<file path="src/rtl/audio_sample_player.sv">
// Paces combinational sample-ROM reads at the audio rate, attenuates each word and
// hands it downstream with a one-cycle valid strobe. Supports one-shot, looped and stopped playback.
module audio_sample_player #(
    parameter int ADDR_W  = 14,
    parameter int DATA_W  = 16,
    parameter int CLK_DIV = 1042,
    parameter int DIV_W   = 11
) (
    input  logic              clk,
    input  logic              rst_n,
    input  logic              start,
    input  logic              stop,
    input  logic              loop_en,
    input  logic [ADDR_W-1:0] end_addr,
    input  logic [2:0]        volume,
    output logic [ADDR_W-1:0] rom_addr,
    input  logic [DATA_W-1:0] rom_data,
    output logic [DATA_W-1:0] sample_out,
    output logic              sample_valid,
    output logic              busy,
    output logic              done
);

    typedef enum logic [1:0] {
        S_IDLE,
        S_PLAY,
        S_DONE
    } state_t;

    localparam logic [DIV_W-1:0] DIV_LAST = DIV_W'(CLK_DIV - 1);

    state_t              r_state;
    logic [DIV_W-1:0]    r_div;
    logic [ADDR_W-1:0]   r_addr;
    logic [DATA_W-1:0]   r_sample;
    logic                r_valid;
    logic                r_busy;
    logic                r_done;

    logic                     w_tick;
    logic                     w_last;
    logic signed [DATA_W-1:0] w_rom_s;
    logic signed [DATA_W-1:0] w_atten;

    assign w_tick  = (r_state == S_PLAY) && (r_div == DIV_LAST);
    assign w_last  = (r_addr == end_addr);
    assign w_rom_s = rom_data;
    // Arithmetic shift keeps the sign so negative samples stay negative when attenuated.
    assign w_atten = w_rom_s >>> volume;

    // NOTE: every state register here uses non-blocking assignment so all updates
    // see the values from before the edge; blocking here would create ordering races.
    always_ff @(posedge clk or negedge rst_n) begin
        if (!rst_n) begin
            r_state  <= S_IDLE;
            r_div    <= '0;
            r_addr   <= '0;
            r_sample <= '0;
            r_valid  <= 1'b0;
            r_busy   <= 1'b0;
            r_done   <= 1'b0;
        end else begin
            r_valid <= 1'b0;
            r_done  <= 1'b0;
            case (r_state)
                S_IDLE: begin
                    r_div  <= '0;
                    r_addr <= '0;
                    if (start && !stop) begin
                        r_state <= S_PLAY;
                        r_busy  <= 1'b1;
                    end
                end
                S_PLAY: begin
                    if (stop) begin
                        // Stop wins over a coincident tick: no strobe, no done.
                        r_state  <= S_IDLE;
                        r_busy   <= 1'b0;
                        r_div    <= '0;
                        r_addr   <= '0;
                        r_sample <= '0;
                    end else if (w_tick) begin
                        r_div    <= '0;
                        r_sample <= w_atten;
                        r_valid  <= 1'b1;
                        if (w_last) begin
                            r_addr <= '0;
                            if (!loop_en) begin
                                r_state <= S_DONE;
                                r_busy  <= 1'b0;
                                r_done  <= 1'b1;
                            end
                        end else begin
                            r_addr <= r_addr + ADDR_W'(1);
                        end
                    end else begin
                        r_div <= r_div + DIV_W'(1);
                    end
                end
                S_DONE: begin
                    r_sample <= '0;
                    r_state  <= S_IDLE;
                end
                default: begin
                    r_state <= S_IDLE;
                    r_busy  <= 1'b0;
                end
            endcase
        end
    end

    assign rom_addr     = r_addr;
    assign sample_out   = r_sample;
    assign sample_valid = r_valid;
    assign busy         = r_busy;
    assign done         = r_done;

endmodule

</file>
<file path="config.mk">
export PLATFORM = sky130hd
export DESIGN_NAME = audio_sample_player
export DESIGN_NICKNAME = d
export VERILOG_FILES = /design/src/rtl/audio_sample_player.sv
export SDC_FILE = /design/constraint.sdc
export NUM_CORES = 1
export LEC_CHECK = 0
export CAP_MARGIN = 10
export CORE_MARGIN = 2
export CORE_UTILIZATION = 35
export DETAILED_ROUTE_END_ITERATION = 6
export GPL_TIMING_DRIVEN = 0
export PLACE_DENSITY = 0.6
export SYNTH_ARGS = -nofsm -noshare
export SYNTH_HDL_FRONTEND = slang
export SYNTH_SLANG_ARGS = --single-unit
</file>
<file path="constraint.sdc">
create_clock -name clk -period 2.85 [get_ports clk]
set_clock_uncertainty 0.05 [all_clocks]
set_input_delay 0.4275 -clock clk [delete_from_list [all_inputs] [get_ports clk]]
set_output_delay 0.4275 -clock clk [all_outputs]
set_load 0.03 [all_outputs]
</file>
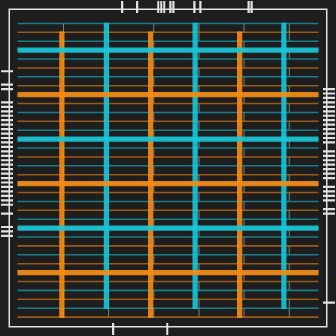
power_grid.png
Pins as bars on the die edge. Tap cells in gray.
VDD: marked cyan. VSS: marked orange.
The core has 33 rows. 34 met1 rails follow the rows. 105 tap cells. 6 straps on met4. 6 straps on met5.
core area: 8258 µm²
chip width: 96.59 µm
vertical die size: 96.59 µm
Peak VDD IR: 0.1825 mV

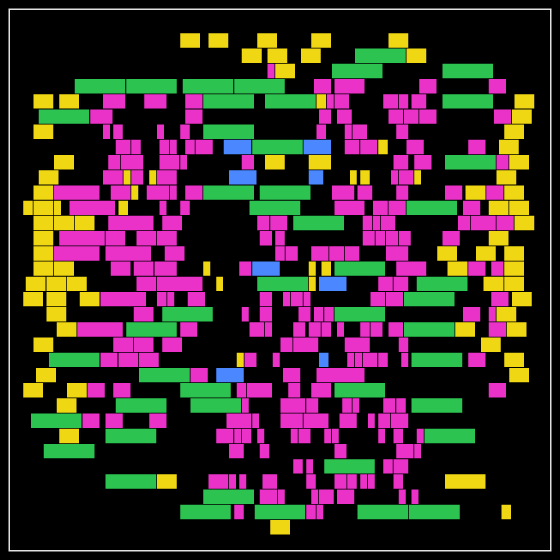
placement_by_type.png
clock drivers and dummy loads: marked blue, cells 8, share of their area 2.5%. flops: marked green, cells 46, share of their area 30%. other buffers and delay cells: marked yellow, cells 87, share of their area 21%. combinational and other logic: marked magenta, cells 227, share of their area 47%.
Finished Core Util: 47.50%
final instance area: 3923 µm²
number of placement rows: 33
share of the final layout cell area in sequential cells: 29.35%

==> tab_implementation.tex <==
% Implementation results table
\begin{tabular}{lr}
\hline
Metric & Value \\
\hline
\multicolumn{2}{l}{\textbf{Run status}} \\
\quad Run status & completed \\
\multicolumn{2}{l}{\textbf{Place}} \\
\quad Detailed placement HPWL & 5.903 mm \\
\quad Count of port buffers added during placement & 68 \\
\quad Post-placement cell area & 3827 µm² \\
\multicolumn{2}{l}{\textbf{Setup path}} \\
\quad CP Max Fanout & 10 \\
\quad Startpoint of the worst register-to-register path & rom\_addr[3] \\
\quad Buf+Inv Stages, Crit Path & 2 \\
\quad Critical path's largest stage delay & 830 ps \\
\multicolumn{2}{l}{\textbf{Clock network}} \\
\quad Clk buf depth & 2 \\
\quad Clock sink total & 46 \\
\multicolumn{2}{l}{\textbf{GRT}} \\
\quad Maximum number of pins on one net before global-route repair & 30 \\
\quad GR Overflow Total & 0 \\
\multicolumn{2}{l}{\textbf{Logic synthesis}} \\
\quad Number of synthesized flops with an enable pin & 0 \\
\quad Adder-cell area share of the yosys netlist & 1.251\% \\
\quad Biggest area consumer among synthesized cells & sky130\_fd\_sc\_hd\_\_dfrtp\_1 \\
\quad Most frequent cell after synthesis & sky130\_fd\_sc\_hd\_\_dfrtp\_1 \\
\quad Yosys top cell area share & 38.37\% \\
\quad Most frequent cells after synthesis & 46 x sky130\_fd\_sc\_hd\_\_dfrtp\_1, 27 x sky130\_fd\_sc\_hd\_\_nand2\_1, 19 x sky130\_fd\_sc\_hd\_\_mux2i\_1, 17 x sky130\_fd\_sc\_hd\_\_o21ai\_0, 16 x sky130\_fd\_sc\_hd\_\_xnor2\_1 \\
\quad Gate Count Post-Synth & 291 \\
\quad Yosys cell types & 50 \\
\multicolumn{2}{l}{\textbf{Pwr}} \\
\quad Flip-flop and latch power & 0.673 mW \\
\quad Sw power & 0.3674 mW \\
\quad Cell internal power dissipation & 0.9926 mW \\
\quad Tot Pwr & 1.360 mW \\
\quad Top power consumer group & registers \\
\multicolumn{2}{l}{\textbf{Die}} \\
\quad Effective utilization at floorplan & 36.33\% \\
\quad Area of the chip & 9329 µm² \\
\multicolumn{2}{l}{\textbf{Routing}} \\
\quad Routed Wire Length & 7.937 mm \\
\quad Per-cell via count in the routed design & 5.624 \\
\quad Drt drc & 0 \\
\quad Vias & 2660 \\
\quad Iteration-0 DRC Markers & 110 \\
\multicolumn{2}{l}{\textbf{Final timing}} \\
\quad Setup repair after global routing missed its margin & false \\
\quad Fin. max-slew vios & 0 \\
\quad Worst slew margin relative to its limit & 36.90\% \\
\multicolumn{2}{l}{\textbf{Final layout}} \\
\quad Highest-count logic cell in the final layout & sky130\_fd\_sc\_hd\_\_clkdlybuf4s50\_1 \\
\multicolumn{2}{l}{\textbf{Flow run}} \\
\quad Number of warnings the tools reported & 27 \\
\hline
\end{tabular}
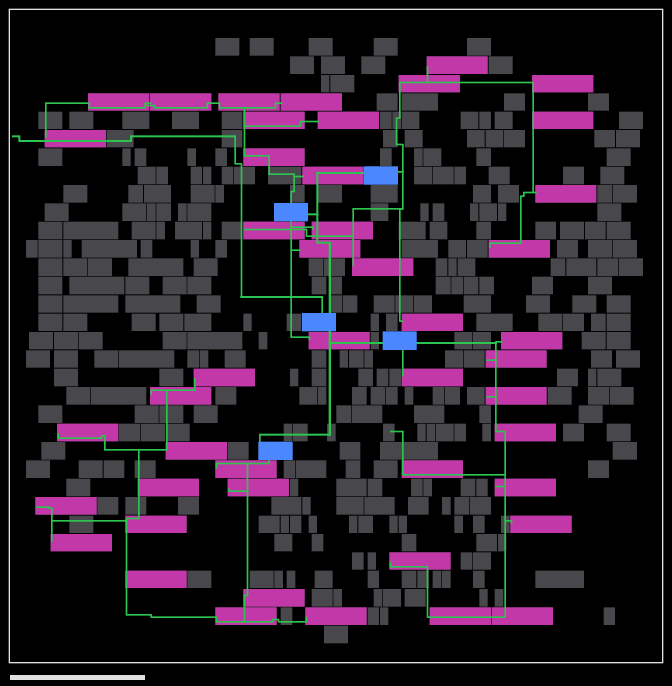
clk_routes.png
Bar = 20 µm.
clock drivers: marked blue, count 5. flip-flops: marked magenta, count 46. clock wires: marked green, length 656 µm.
There are 6 routed clock nets.
clock latency reported for the late side of the worst-skew pair: 300 ps
clock network power share: 31.5%

[final cells by class]
| cell class | instances | area, µm² |
|---|---|---|
| Buffer | 18 | 82.58 |
| Clock buffer | 6 | 82.58 |
| Clock inverter | 2 | 12.51 |
| Fill cell | 769 | 4335 |
| Inverter | 8 | 30.03 |
| Multi-Input combinational cell | 219 | 1737 |
| Sequential cell | 46 | 1151 |
| Tap cell | 105 | 131.4 |
| Timing Repair Buffer | 69 | 695.7 |
[registers in the layout, indices dropped and copies added (netlist names)]
register,flops
r_div,11
done,1
sample_out,16
rom_addr,14
sample_valid,1
busy,1
r_state,2
[stage by stage]
stage | hold WS, ps | setup slack (ps) | cells | util, %
after detailed placement | 351.1 | 98.43 | 465 | 46.35
after global placement | 431.8 | -50.12 | 464 | 46.17
after CTS | 15.14 | 413.1 | 473 | 47.50
final | 10.41 | 445.5 | 473 | 47.50
after floorplan | 81.91 | 759.0 | 291 | -
after global routing | 37.65 | 208.4 | 473 | 47.50
[worst max path at each step]
stage	slack, ps	endpoint
3_3_place_gp	-50	sample_out[1]
6_report	450	rom_addr[10]
4_1_cts	410	rom_addr[10]
5_1_grt	210	rom_addr[10]
3_5_place_dp	100	rom_addr[10]
2_1_floorplan	760	rom_addr[10]
[cells by family after synthesis]
logic type,Yosys count
adders and majority gates,3
muxes,34
AOI/OAI and AO/OA,76
buffers and inverters,26
and+or+nand+nor,90
xor gates and xnor gates,16
DFF,46
[per-layer routing]
| layer | wire length, µm | GRT usage [%] | vias up |
|---|---|---|---|
| li1 | - | - | 1274 |
| met1 | 3687 | 24.82 | 1275 |
| met2 | 3644 | 28.99 | 100 |
| met3 | 499 | 3.336 | 11 |
| met4 | 106 | 5.047 | 0 |
| met5 | 0 | 0 | - |
Power is estimated from default activity; no workload was simulated.
